**Signal metal coverage by tile**

Scale: 3 px per um. 21 x 21 tiles, from dark purple (low) to yellow (high), scaled to the fullest tile. Values are wire area over tile area, all layers added.
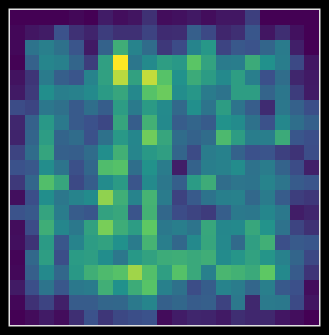
**Logic cells by family**

Scale: 4 px per um.
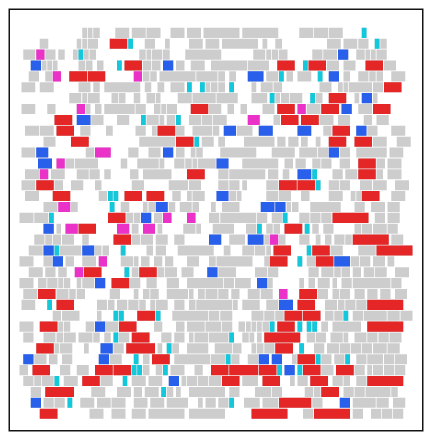
**A small window of the routed layout**

Window x 36 to 66, y 38 to 68 um. Cells in gray, sequential cells in the stronger gray; small squares are vias.
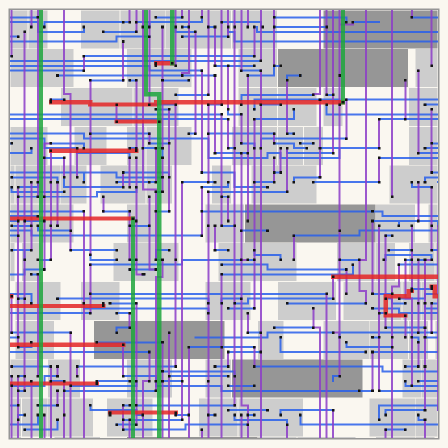
### src/rtl/adsr_envelope.sv
// adsr_envelope: per-voice ADSR envelope generator.
// Steps a 16-bit amplitude on each SAMPLE_EN strobe. KEY edges move the phase
// on any clock cycle, and an edge cycle never steps the level.
// Optional build macro ADSR_EXP_DECAY_EN: DEC and REL use an exponential
// decrement, max(1, ((ENV - target) * step) >> 16). The default build uses
// linear decrements and has no multiplier.
module adsr_envelope #(
    parameter logic [15:0] ENV_MAX = 16'hFFFF
) (
    input  logic        CLK,
    input  logic        RESET_N,
    input  logic        SAMPLE_EN,
    input  logic        KEY,
    input  logic [15:0] ATTACK,
    input  logic [15:0] DECAY,
    input  logic [15:0] SUSTAIN,
    input  logic [15:0] RLEASE,
    output logic [15:0] ENV,
    output logic [2:0]  STATE,
    output logic        ACTIVE
);

    typedef enum logic [2:0] {
        ST_IDLE = 3'd0,
        ST_ATK  = 3'd1,
        ST_DEC  = 3'd2,
        ST_SUS  = 3'd3,
        ST_REL  = 3'd4
    } state_t;

    state_t      state_r;
    state_t      state_nxt_s;
    logic [15:0] env_r;
    logic [15:0] env_nxt_s;
    logic        key_r;
    logic        active_r;
    logic        rise_s;
    logic        fall_s;
    logic [15:0] sus_lvl_s;
    logic [16:0] atk_sum_s;
    logic [16:0] dec_res_s;
    logic [16:0] rel_res_s;

    // One falling step toward target: returns {phase_done, new_level}.
    // The level never drops below target and never wraps.
    function automatic logic [16:0] fall_step(input logic [15:0] env,
                                              input logic [15:0] target,
                                              input logic [15:0] step);
        logic [16:0] result;
`ifdef ADSR_EXP_DECAY_EN
        logic [15:0] diff;
        logic [31:0] prod;
        logic [15:0] dec;
        diff = env - target;
        prod = diff * step;
        dec  = (prod[31:16] == 16'd0) ? 16'd1 : prod[31:16];
        if ((step == 16'd0) || (env <= target)) begin
            result = {1'b1, target};
        end else if (diff <= dec) begin
            result = {1'b1, target};
        end else begin
            result = {1'b0, env - dec};
        end
`else
        if ((step == 16'd0) ||
            ({1'b0, env} <= ({1'b0, target} + {1'b0, step}))) begin
            result = {1'b1, target};
        end else begin
            result = {1'b0, env - step};
        end
`endif
        return result;
    endfunction

    assign rise_s    = KEY & ~key_r;
    assign fall_s    = ~KEY & key_r;
    // Sustain is clamped so the level always stays inside [0, ENV_MAX].
    assign sus_lvl_s = (SUSTAIN > ENV_MAX) ? ENV_MAX : SUSTAIN;
    assign atk_sum_s = {1'b0, env_r} + {1'b0, ATTACK};
    assign dec_res_s = fall_step(env_r, sus_lvl_s, DECAY);
    assign rel_res_s = fall_step(env_r, 16'd0, RLEASE);

    // Next phase and level: KEY edges first, otherwise step on a sample tick.
    always_comb begin
        state_nxt_s = state_r;
        env_nxt_s   = env_r;
        if (rise_s) begin
            state_nxt_s = ST_ATK;
        end else if (fall_s) begin
            if ((state_r == ST_ATK) || (state_r == ST_DEC) || (state_r == ST_SUS)) begin
                state_nxt_s = ST_REL;
            end else begin
                state_nxt_s = state_r;
            end
        end else if (SAMPLE_EN) begin
            case (state_r)
                ST_IDLE: begin
                    env_nxt_s = 16'd0;
                end
                ST_ATK: begin
                    if ((ATTACK == 16'd0) || (atk_sum_s >= {1'b0, ENV_MAX})) begin
                        env_nxt_s   = ENV_MAX;
                        state_nxt_s = ST_DEC;
                    end else begin
                        env_nxt_s = atk_sum_s[15:0];
                    end
                end
                ST_DEC: begin
                    env_nxt_s = dec_res_s[15:0];
                    if (dec_res_s[16]) begin
                        state_nxt_s = ST_SUS;
                    end else begin
                        state_nxt_s = ST_DEC;
                    end
                end
                ST_SUS: begin
                    env_nxt_s = sus_lvl_s;
                end
                ST_REL: begin
                    env_nxt_s = rel_res_s[15:0];
                    if (rel_res_s[16]) begin
                        state_nxt_s = ST_IDLE;
                    end else begin
                        state_nxt_s = ST_REL;
                    end
                end
                default: begin
                    env_nxt_s   = 16'd0;
                    state_nxt_s = ST_IDLE;
                end
            endcase
        end else begin
            state_nxt_s = state_r;
        end
    end

    // State, level, gate history and ACTIVE registers.
    always_ff @(posedge CLK or negedge RESET_N) begin
        if (!RESET_N) begin
            state_r  <= ST_IDLE;
            env_r    <= 16'd0;
            key_r    <= 1'b0;
            active_r <= 1'b0;
        end else begin
            state_r  <= state_nxt_s;
            env_r    <= env_nxt_s;
            key_r    <= KEY;
            active_r <= (state_nxt_s != ST_IDLE);
        end
    end

    assign ENV    = env_r;
    assign STATE  = state_r;
    assign ACTIVE = active_r;

endmodule

### config.mk
export PLATFORM = sky130hd
export DESIGN_NAME = adsr_envelope
export DESIGN_NICKNAME = d
export VERILOG_FILES = /design/src/rtl/adsr_envelope.sv
export SDC_FILE = /design/constraint.sdc
export NUM_CORES = 1
export LEC_CHECK = 0
export CAP_MARGIN = 20
export CORE_AREA = 2 2 101 103
export DETAILED_ROUTE_END_ITERATION = 10
export DIE_AREA = 0 0 103 105
export PLACE_DENSITY = 0.75
export SETUP_SLACK_MARGIN = 0.15
export SLEW_MARGIN = 30
export SYNTH_ARGS = -nofsm -noshare
export SYNTH_HDL_FRONTEND = slang
export SYNTH_SLANG_ARGS = --single-unit
### constraint.sdc
create_clock -name CLK -period 4.1 [get_ports CLK]
set_input_delay 0.615 -clock CLK [delete_from_list [all_inputs] [get_ports CLK]]
set_output_delay 0.615 -clock CLK [all_outputs]
set_load 0.05 [all_outputs]
==> flow_summary.json <==
{
  "antenna_left": 0,
  "well_tap_count": 133,
  "rows": 36,
  "met1Wirelength_um": 7278,
  "clock_buffers": 3,
  "fin_ws_ps": -127.9,
  "finalCriticalPeriod_ps": 4228,
  "fp_util_pct": 48.82,
  "seqCellArea_um2": 525.5,
  "ff_count": 21,
  "largest_area_cell": "ha_1",
  "worstSetupEndpoint": "ENV[3]$_DFFE_PN0P_",
  "warnings": 30,
  "ys_sh_mux_pct": 0.2127,
  "edf_count": 0,
  "area_growth_pct": 45.81,
  "grt_util_all_layers_pct": 32.50,
  "violations": "setup timing",
  "die_x_um": 103,
  "comb_area_um2": 4287,
  "vias": 5588,
  "fin_worst_skew_ps": 5.959,
  "wl_met2_um": 8503,
  "dieArea_um2": 10820,
  "io_buffers": 87,
  "status": "complete, but fails checks",
  "post-place-cells": 899,
  "p_comb_mw": 2.97,
  "routed_via_density": 6.061,
  "ys.flops": 21,
  "pg_clk_uw": 147,
  "final-setup-viol-count": 13,
  "path_class": "in2reg",
  "cts.repair.resized": 66,
  "yosys_warnings": 0,
  "drc": 0,
  "worstPathCellList": "buf_6 -> ha_4 -> a21o_1 -> a21o_1 -> a21oi_4 -> o221ai_4 -> a31oi_4 -> nor2b_1 -> o21a_1 -> o41ai_2 -> xor2_1 -> ha_1 -> nand3_2 -> buf_4 -> nor2_1 -> a211oi_1 -> a32oi_2 -> o31ai_4 -> buf_4 -> a22oi_2 -> a21oi_2 -> a211oi_2 -> nand2_1",
  "p_switching_mw": 1.935,
  "dpl-instance-area_um2": 6460,
  "sh_comb_area_pct": 62.47,
  "slew_headroom_pct": 46.52,
  "grt_use_met3_pct": 3.411,
  "rsz0062_at_grt": "yes",
  "detail_route.iter0.violations": 371
}
## Picture notes: 'signal metal coverage by tile'
- nearly empty tiles: 3.9%
- mean over tiles: 0.26
- tiles over half the peak: 24%
- fullest tile: 0.75

## Picture notes: 'logic cells by family'
- magenta: and/or cells (cells 19; most used and2_1)
- blue: non-inverting ao/oa cells (cells 44; most used a21o_1; where spread over the die)
- cyan: inv cells (cells 57; most used inv_1)
- red: fa/ha/maj cells (cells 85; most used ha_1; where spread over the die)

## Picture notes: 'a small window of the routed layout'
- blue: M1
- red: M3
- green: M4
- purple: M2
- sequential cells in the window: 5
- cells with their middle in the window: 71
- netlist names of flops here include: `ENV` (5)
- most frequent: buf_4 (8), nand2_1 (7), dfrtp_1 (5)

